Fig. 1: run 1, floorplan with the power grid
Pins as bars on the die edge. Tap cells in gray.
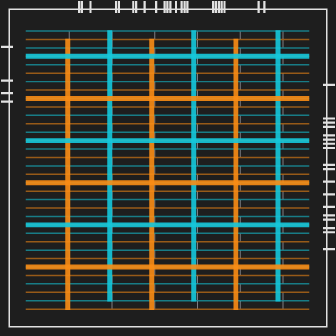
Fig. 2: run 1, cells colored by class
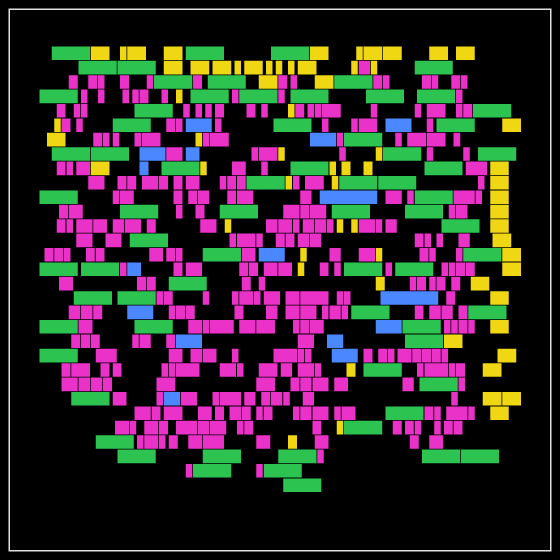
Fig. 3: run 1, routed clock nets over the placement
Bar = 20 um.
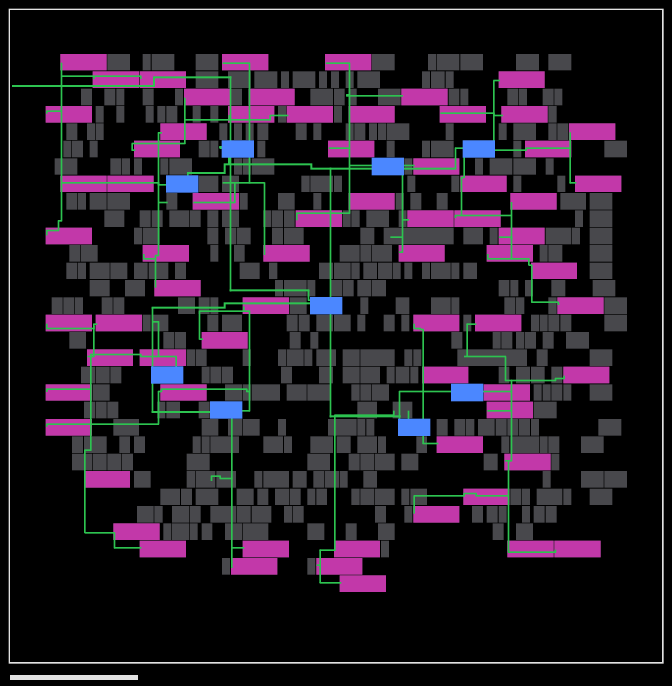
File: src/rtl/turtle_program_loader_pkg.sv
// Shared definitions for the turtle program loader: FSM state encoding,
// frame start byte and the running-checksum helper.
package turtle_program_loader_pkg;

    typedef enum logic [2:0] {
        ST_IDLE     = 3'd0,
        ST_CNT_HI   = 3'd1,
        ST_CNT_LO   = 3'd2,
        ST_INSTR_HI = 3'd3,
        ST_INSTR_LO = 3'd4,
        ST_WRITE    = 3'd5,
        ST_CHECK    = 3'd6
    } loader_state_t;

    localparam logic [7:0] LOADER_MAGIC           = 8'hA5;
    localparam int         LOADER_BYTES_PER_INSTR = 2;

    // Frame checksum is a plain XOR of every byte after the start byte.
    function automatic logic [7:0] loader_chk_update(input logic [7:0] chk,
                                                     input logic [7:0] data);
        return chk ^ data;
    endfunction

endpackage

File: src/rtl/turtle_program_loader.sv
// Turtle program loader: parses MAGIC, CNT_HI, CNT_LO, N x (HI, LO), CHK
// from a byte stream, writes each 16-bit word to instruction memory and
// keeps the CPU held in reset until a frame with a good checksum arrives.
// Optional build macro LOADER_TIMEOUT_EN adds an inter-byte timeout.
module turtle_program_loader
    import turtle_program_loader_pkg::*;
#(
    parameter int         ADDR_WIDTH     = 12,
    parameter int         INSTR_WIDTH    = 16,
    parameter logic [7:0] MAGIC          = LOADER_MAGIC,
    parameter int         TIMEOUT_CYCLES = 1000000
) (
    input  logic                   clk,
    input  logic                   reset,
    input  logic [7:0]             rx_data,
    input  logic                   rx_valid,
    output logic                   rx_ready,
    output logic                   imem_we,
    output logic [ADDR_WIDTH-1:0]  imem_addr,
    output logic [INSTR_WIDTH-1:0] imem_wdata,
    output logic                   cpu_hold,
    output logic                   busy,
    output logic                   load_done,
    output logic                   load_error
);

    loader_state_t                 state_q, state_d;
    logic [7:0]                    chk_q, chk_d;
    logic [15:0]                   cnt_q, cnt_d;
    logic [ADDR_WIDTH-1:0]         addr_q, addr_d;
    logic [7:0]                    hi_q, hi_d;
    logic                          imem_we_q, imem_we_d;
    logic [INSTR_WIDTH-1:0]        wdata_q, wdata_d;
    logic                          rx_ready_q, rx_ready_d;
    logic                          cpu_hold_q, cpu_hold_d;
    logic                          busy_q, busy_d;
    logic                          load_done_q, load_done_d;
    logic                          load_error_q, load_error_d;
    logic                          accept_s;
    logic [15:0]                   cnt_new_s;
    logic [8*LOADER_BYTES_PER_INSTR-1:0] word_s;
`ifdef LOADER_TIMEOUT_EN
    logic [31:0]                   to_cnt_q, to_cnt_d;
`endif

    assign accept_s  = rx_valid && rx_ready_q;
    assign cnt_new_s = {cnt_q[15:8], rx_data};
    assign word_s    = {hi_q, rx_data};

    // Next-state and datapath decode for the frame parser.
    always_comb begin
        state_d      = state_q;
        chk_d        = chk_q;
        cnt_d        = cnt_q;
        addr_d       = addr_q;
        hi_d         = hi_q;
        imem_we_d    = 1'b0;
        wdata_d      = wdata_q;
        cpu_hold_d   = cpu_hold_q;
        load_done_d  = 1'b0;
        load_error_d = load_error_q;
`ifdef LOADER_TIMEOUT_EN
        to_cnt_d     = to_cnt_q;
`endif
        case (state_q)
            ST_IDLE: begin
                if (accept_s && (rx_data == MAGIC)) begin
                    state_d      = ST_CNT_HI;
                    cpu_hold_d   = 1'b1;
                    load_error_d = 1'b0;
                    chk_d        = 8'h00;
                    addr_d       = '0;
                end else begin
                    state_d = ST_IDLE;
                end
            end
            ST_CNT_HI: begin
                if (accept_s) begin
                    cnt_d   = {rx_data, cnt_q[7:0]};
                    chk_d   = loader_chk_update(chk_q, rx_data);
                    state_d = ST_CNT_LO;
                end else begin
                    state_d = ST_CNT_HI;
                end
            end
            ST_CNT_LO: begin
                if (accept_s) begin
                    cnt_d = cnt_new_s;
                    chk_d = loader_chk_update(chk_q, rx_data);
                    // A count larger than the memory is rejected before any write.
                    if ({16'h0000, cnt_new_s} > (32'd1 << ADDR_WIDTH)) begin
                        load_error_d = 1'b1;
                        state_d      = ST_IDLE;
                    end else if (cnt_new_s == 16'd0) begin
                        state_d = ST_CHECK;
                    end else begin
                        state_d = ST_INSTR_HI;
                    end
                end else begin
                    state_d = ST_CNT_LO;
                end
            end
            ST_INSTR_HI: begin
                if (accept_s) begin
                    hi_d    = rx_data;
                    chk_d   = loader_chk_update(chk_q, rx_data);
                    state_d = ST_INSTR_LO;
                end else begin
                    state_d = ST_INSTR_HI;
                end
            end
            ST_INSTR_LO: begin
                if (accept_s) begin
                    chk_d     = loader_chk_update(chk_q, rx_data);
                    wdata_d   = INSTR_WIDTH'(word_s);
                    imem_we_d = 1'b1;
                    state_d   = ST_WRITE;
                end else begin
                    state_d = ST_INSTR_LO;
                end
            end
            ST_WRITE: begin
                // Address wraps naturally when N equals the memory depth.
                addr_d  = addr_q + ADDR_WIDTH'(1);
                cnt_d   = cnt_q - 16'd1;
                state_d = (cnt_q == 16'd1) ? ST_CHECK : ST_INSTR_HI;
            end
            ST_CHECK: begin
                if (accept_s) begin
                    if (rx_data == chk_q) begin
                        load_done_d = 1'b1;
                        cpu_hold_d  = 1'b0;
                    end else begin
                        load_error_d = 1'b1;
                    end
                    state_d = ST_IDLE;
                end else begin
                    state_d = ST_CHECK;
                end
            end
            default: begin
                state_d = ST_IDLE;
            end
        endcase
`ifdef LOADER_TIMEOUT_EN
        // Inter-byte watchdog: any accepted byte restarts it, IDLE parks it.
        if ((state_q == ST_IDLE) || accept_s) begin
            to_cnt_d = 32'd0;
        end else if ((to_cnt_q + 32'd1) >= 32'(TIMEOUT_CYCLES)) begin
            to_cnt_d     = 32'd0;
            load_error_d = 1'b1;
            imem_we_d    = 1'b0;
            state_d      = ST_IDLE;
        end else begin
            to_cnt_d = to_cnt_q + 32'd1;
        end
`endif
        rx_ready_d = (state_d != ST_WRITE);
        busy_d     = (state_d != ST_IDLE);
    end

    // State and output registers with synchronous reset.
    always_ff @(posedge clk) begin
        if (reset) begin
            state_q      <= ST_IDLE;
            chk_q        <= 8'h00;
            cnt_q        <= 16'd0;
            addr_q       <= '0;
            hi_q         <= 8'h00;
            imem_we_q    <= 1'b0;
            wdata_q      <= '0;
            rx_ready_q   <= 1'b1;
            cpu_hold_q   <= 1'b1;
            busy_q       <= 1'b0;
            load_done_q  <= 1'b0;
            load_error_q <= 1'b0;
`ifdef LOADER_TIMEOUT_EN
            to_cnt_q     <= 32'd0;
`endif
        end else begin
            state_q      <= state_d;
            chk_q        <= chk_d;
            cnt_q        <= cnt_d;
            addr_q       <= addr_d;
            hi_q         <= hi_d;
            imem_we_q    <= imem_we_d;
            wdata_q      <= wdata_d;
            rx_ready_q   <= rx_ready_d;
            cpu_hold_q   <= cpu_hold_d;
            busy_q       <= busy_d;
            load_done_q  <= load_done_d;
            load_error_q <= load_error_d;
`ifdef LOADER_TIMEOUT_EN
            to_cnt_q     <= to_cnt_d;
`endif
        end
    end

    // A write in flight is suppressed during the reset cycle itself.
    assign imem_we    = imem_we_q && !reset;
    assign imem_addr  = addr_q;
    assign imem_wdata = wdata_q;
    assign rx_ready   = rx_ready_q;
    assign cpu_hold   = cpu_hold_q;
    assign busy       = busy_q;
    assign load_done  = load_done_q;
    assign load_error = load_error_q;

endmodule

File: config.mk
export PLATFORM = sky130hd
export DESIGN_NAME = turtle_program_loader
export DESIGN_NICKNAME = d
export VERILOG_FILES = /design/src/rtl/turtle_program_loader_pkg.sv /design/src/rtl/turtle_program_loader.sv
export SDC_FILE = /design/constraint.sdc
export NUM_CORES = 1
export LEC_CHECK = 0
export CAP_MARGIN = 20
export CORE_MARGIN = 5
export CORE_UTILIZATION = 40
export DETAILED_ROUTE_END_ITERATION = 10
export GPL_TIMING_DRIVEN = 0
export MAX_ROUTING_LAYER = met4
export SKIP_LAST_GASP = 1
export SYNTH_ARGS = -nofsm -noshare
export SYNTH_HDL_FRONTEND = slang
export SYNTH_SLANG_ARGS = --single-unit
File: constraint.sdc
create_clock -name clk -period 4.35 [get_ports clk]
set_clock_uncertainty 0.1 [all_clocks]
set_input_delay 0.87 -clock clk [delete_from_list [all_inputs] [get_ports clk]]
set_output_delay 0.87 -clock clk [all_outputs]
set_load 0.05 [all_outputs]
==> reports/metrics.csv, run 1 <==
stage;metric;value;unit
outcome;status;completed;
timing;Slew HR;47.16;%
route;DRC viols;0;
power_and_ir_drop;Sequential Power Share;49.4;%
timing;Slew Viols, Final;0;
placed_design;placed instance area;3867;um^2
run;max_cap viols;0;
setup_path;Worst setup SP type;input pin;
timing;min Tclk post-route;2.986;ns
setup_path;Worst Setup SP;reset;
placed_design;Final GP Congestion;0.9089;
layout;NonClk Buf Share;11.47;%
clock_tree;Clock Pin Slew Worst Setup and Hold Paths;0.08;ns
setup_path;Worst R2R Setup Slack;2.04;ns
die;# Taps;105;
synthesis;simple share;27.20;%
clock_tree;clk buf depth;2;
layout;seq_cells;69;
synthesis;commonest cells in the synthesized netlist;69 x dfxtp_1, 55 x nor2_1, 54 x nand2_1;
synthesis;Multiplexer share;3.363;%
setup_path;Reg2Reg Depth;6;
setup_path;worst path arrival time;2.02;ns
setup_path;critical path depth;3;
power_and_ir_drop;P per Cell Area;312.9;nW/um^2
route;detailed route wirelength on metal2;4486;um
synthesis;synthesized netlist cell count;428;
layout;Nets;488;
timing;actual slew at the worst max-slew pin;0.7866;ns
power_and_ir_drop;PnR Total Power;1279;uW
synthesis;AO/OA Area Share;20.29;%
synthesis;async set-reset flop share out of synthesis;0;%
layout;share of cells above drive strength 1;6.889;%
power_and_ir_drop;net switching power;308.6;uW
run;tool warnings;27;
synthesis;most common cell in the netlist;dfxtp_1;
global_route;grt ovf;0;
layout;non-clock buffer count;65;
layout;Logic area;1856;um^2
layout;number of logic gates;321;
synthesis;Post-Synth XOR/XNOR Area;2.846;%
setup_path;slowest CP cell;clkdlybuf4s50_1;
synthesis;synthesis area per yosys;3386;um^2
global_route;number of global-route vias before repair;3056;
synthesis;Syn Area/Cell;7.911;um^2
layout;clk_buf instances;9;
clock_tree;Num CTS Buffers;9;
global_route;GR Layer Usage met1;27.70;%
die;die span in y;102;um
synthesis;Post-synth seq share;40.80;%
synthesis;Yosys top cell by area;dfxtp_1;
layout;combinational share of cell area;45.38;%
synthesis;Largest cells by area;dfxtp_1 41%, a21oi_1 7.1%, nor2_1 6.1%;
## Picture notes: Fig. 1
legend:
  cyan:
    net: VDD
  orange:
    net: VSS
met5 straps: 6
met1 rails: 34
CORE AREA: 8217 um^2
Worst IR Drop VDD: 0.0001697 V

## Picture notes: Fig. 2
legend:
  yellow:
    class: remaining buffers and delay cells
    cells: 65
    share_of_their_area: 12%
  green:
    class: sequential cells
    cells: 69
    share_of_their_area: 35%
  blue:
    class: clock drivers and dummy loads
    cells: 16
    share_of_their_area: 5.6%
  magenta:
    class: combinational and other logic
    cells: 329
    share_of_their_area: 48%
Final Cell Area: 4089 um^2
row count: 33
register fraction of the total cell area: 33.78%

## Picture notes: Fig. 3
legend:
  blue:
    item: clock drivers
    count: 9
  green:
    item: clock wires
    length: 959 um
  magenta:
    item: flip-flops
    count: 69
flops lie: widely spread
routed clock nets: 10
clock group share of total power: 46.4%
clk ins delay skew pair: 0.35 ns
Power Clock: 594 uW

## run 1: how the worst min path moves through the flow
stage | end | slack (ns) | cells past startpoint
5_1_grt | imem_wdata[9]$_SDFFE_PP0P_ | 0.38 | 2
3_5_place_dp | imem_wdata[10]$_SDFFE_PP0P_ | 0.34 | 2
3_3_place_gp | imem_wdata[9]$_SDFFE_PP0P_ | 0.34 | 2
4_1_cts | imem_wdata[10]$_SDFFE_PP0P_ | 0.35 | 2
6_report | imem_wdata[10]$_SDFFE_PP0P_ | 0.35 | 2
2_1_floorplan | imem_wdata[10]$_SDFFE_PP0P_ | 0.33 | 2
## run 1: registers in the layout, indices dropped and copies added (netlist names), 3 cells and up
signal / flops
hi_q: 8
imem_addr: 12
chk_q: 8
imem_wdata: 16
cnt_q: 16
state_q: 3
## Run 2: what changed since run 1
Clock period 4.35 ns to 2.7 ns, I/O delays scaled along.
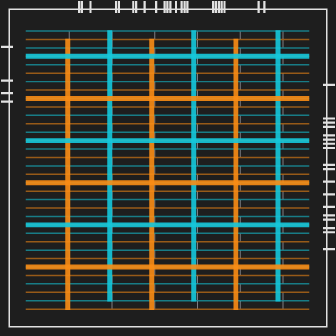
Fig. 4. Floorplan with the power grid (run 2).
Pins as bars on the die edge. Tap cells in gray.
legend:
  orange:
    net: VSS
  cyan:
    net: VDD
signal pins: 45
rows: 33
met4 straps: 6
die span in y: 102 um
Worst IR Drop VDD: 0.0002736 V
DIE WIDTH: 102 um

==> reports/metrics.csv, run 2 <==
stage;metric;value;unit;change
outcome;status;completed;;
route;DRC viols;0;;unchanged
timing;Slew HR;46.08;%;-1.1 points
power_and_ir_drop;P per Cell Area;503.1;nW/um^2;+61%
synthesis;Largest cells by area;dfxtp_1 41%, a21oi_1 7.1%, nor2_1 6.1%;;
clock_tree;clk buf depth;2;;unchanged
die;row count;33;;unchanged
power_and_ir_drop;P_seq;1020;uW;
setup_path;critical path depth;8;;+5
clock_tree;Clock Pin Slew Worst Setup and Hold Paths;0.08;ns;about the same
setup_path;Crit. End Element;flip-flop;;
synthesis;Multiplexer share;3.363;%;unchanged
timing;final hold viol count;0;;
synthesis;Syn Area/Cell;7.911;um^2;unchanged
synthesis;Yosys top cell by area;dfxtp_1;;
setup_path;Worst setup SP type;input pin;;
setup_path;slowest CP cell;clkdlybuf4s50_1;;
layout;Final Cell Area;4090;um^2;about the same
synthesis;most common cell in the netlist;dfxtp_1;;
synthesis;commonest cells in the synthesized netlist;69 x dfxtp_1, 55 x nor2_1, 54 x nand2_1;;
synthesis;Post-Synth XOR/XNOR Area;2.846;%;unchanged
timing;Slew Viols, Final;0;;unchanged
layout;Logic area;1856;um^2;unchanged
synthesis;async set-reset flop share out of synthesis;0;%;unchanged
placed_design;Final GP Congestion;0.9089;;unchanged
power_and_ir_drop;Power Clock;954;uW;+61%
hold_path;Hold EP;imem_wdata[10]$_SDFFE_PP0P_;;
synthesis;Post-synth seq share;40.80;%;unchanged
placed_design;placed instance area;3867;um^2;unchanged
synthesis;synthesized netlist cell count;428;;unchanged
power_and_ir_drop;net switching power;493.8;uW;+60%
clock_tree;clk ins delay skew pair;0.35;ns;about the same
layout;share of cells above drive strength 1;7.098;%;+0.21 points
power_and_ir_drop;PnR Total Power;2058;uW;+61%
synthesis;synthesis area per yosys;3386;um^2;unchanged
setup_path;Worst Setup SP;rx_valid;;
timing;min Tclk post-route;2.361;ns;
setup_path;Worst R2R Setup Slack;0.40;ns;-1.64 ns
timing;actual slew at the worst max-slew pin;0.8026;ns;+0.01599 ns
synthesis;simple share;27.20;%;unchanged
die;CORE AREA;8217;um^2;unchanged
clock_tree;Num CTS Buffers;9;;unchanged
setup_path;worst path arrival time;2.54;ns;+0.52 ns
run;max_cap viols;0;;unchanged
global_route;number of global-route vias before repair;3056;;unchanged
power_and_ir_drop;clock group share of total power;46.4;%;about the same
synthesis;AO/OA Area Share;20.29;%;unchanged
global_route;grt ovf;0;;unchanged
hold_path;Hold Path Cell Cnt;2;;unchanged
clock_tree;hold-fix buffers at CTS;0;;
power_and_ir_drop;Sequential Power Share;49.5;%;about the same
run;tool warnings;27;;unchanged
hold_path;worst hold start;hi_q[2]$_SDFFE_PP0P_;;
route;DRT iter0 DRCs;316;;
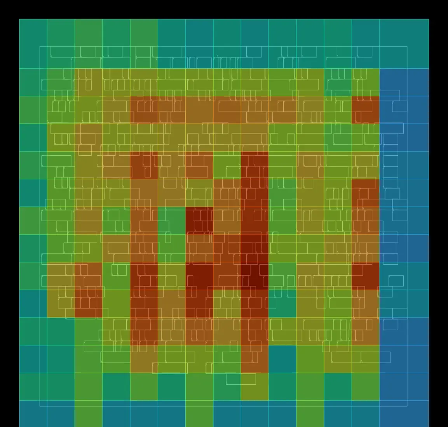
Fig. 5. Routing congestion (run 2).
wire per inst: 16.65 um
met2 global-route usage: 29.89%
total global-route track usage: 20.24%
fin util: 49.78%

==> run 2: cell counts after synthesis <==
No cell type changed its count.
==> run 2: metal layers <==
metal,wire length [um],vias up,share of wire (%),track usage [%]
li1,-,1621,-,-
met1,4549,1565,47,27.70
met2,4355,106,45,29.89
met3,592,20,6.1,4.573
met4,228,0,2.3,5.954
met5,0,-,0,-
==> run 2: final cells by class <==
class | count | area share [%]
multi-input cells | 321 | 45.37
flip-flops and latches | 69 | 33.77
repair buffers | 35 | 8.565
well taps | 105 | 3.212
clock buffers | 9 | 3.028
plain buffers | 30 | 2.937
clock inverters | 7 | 2.386
inverters | 8 | 0.7342
Power and IR drop assume default switching activity.
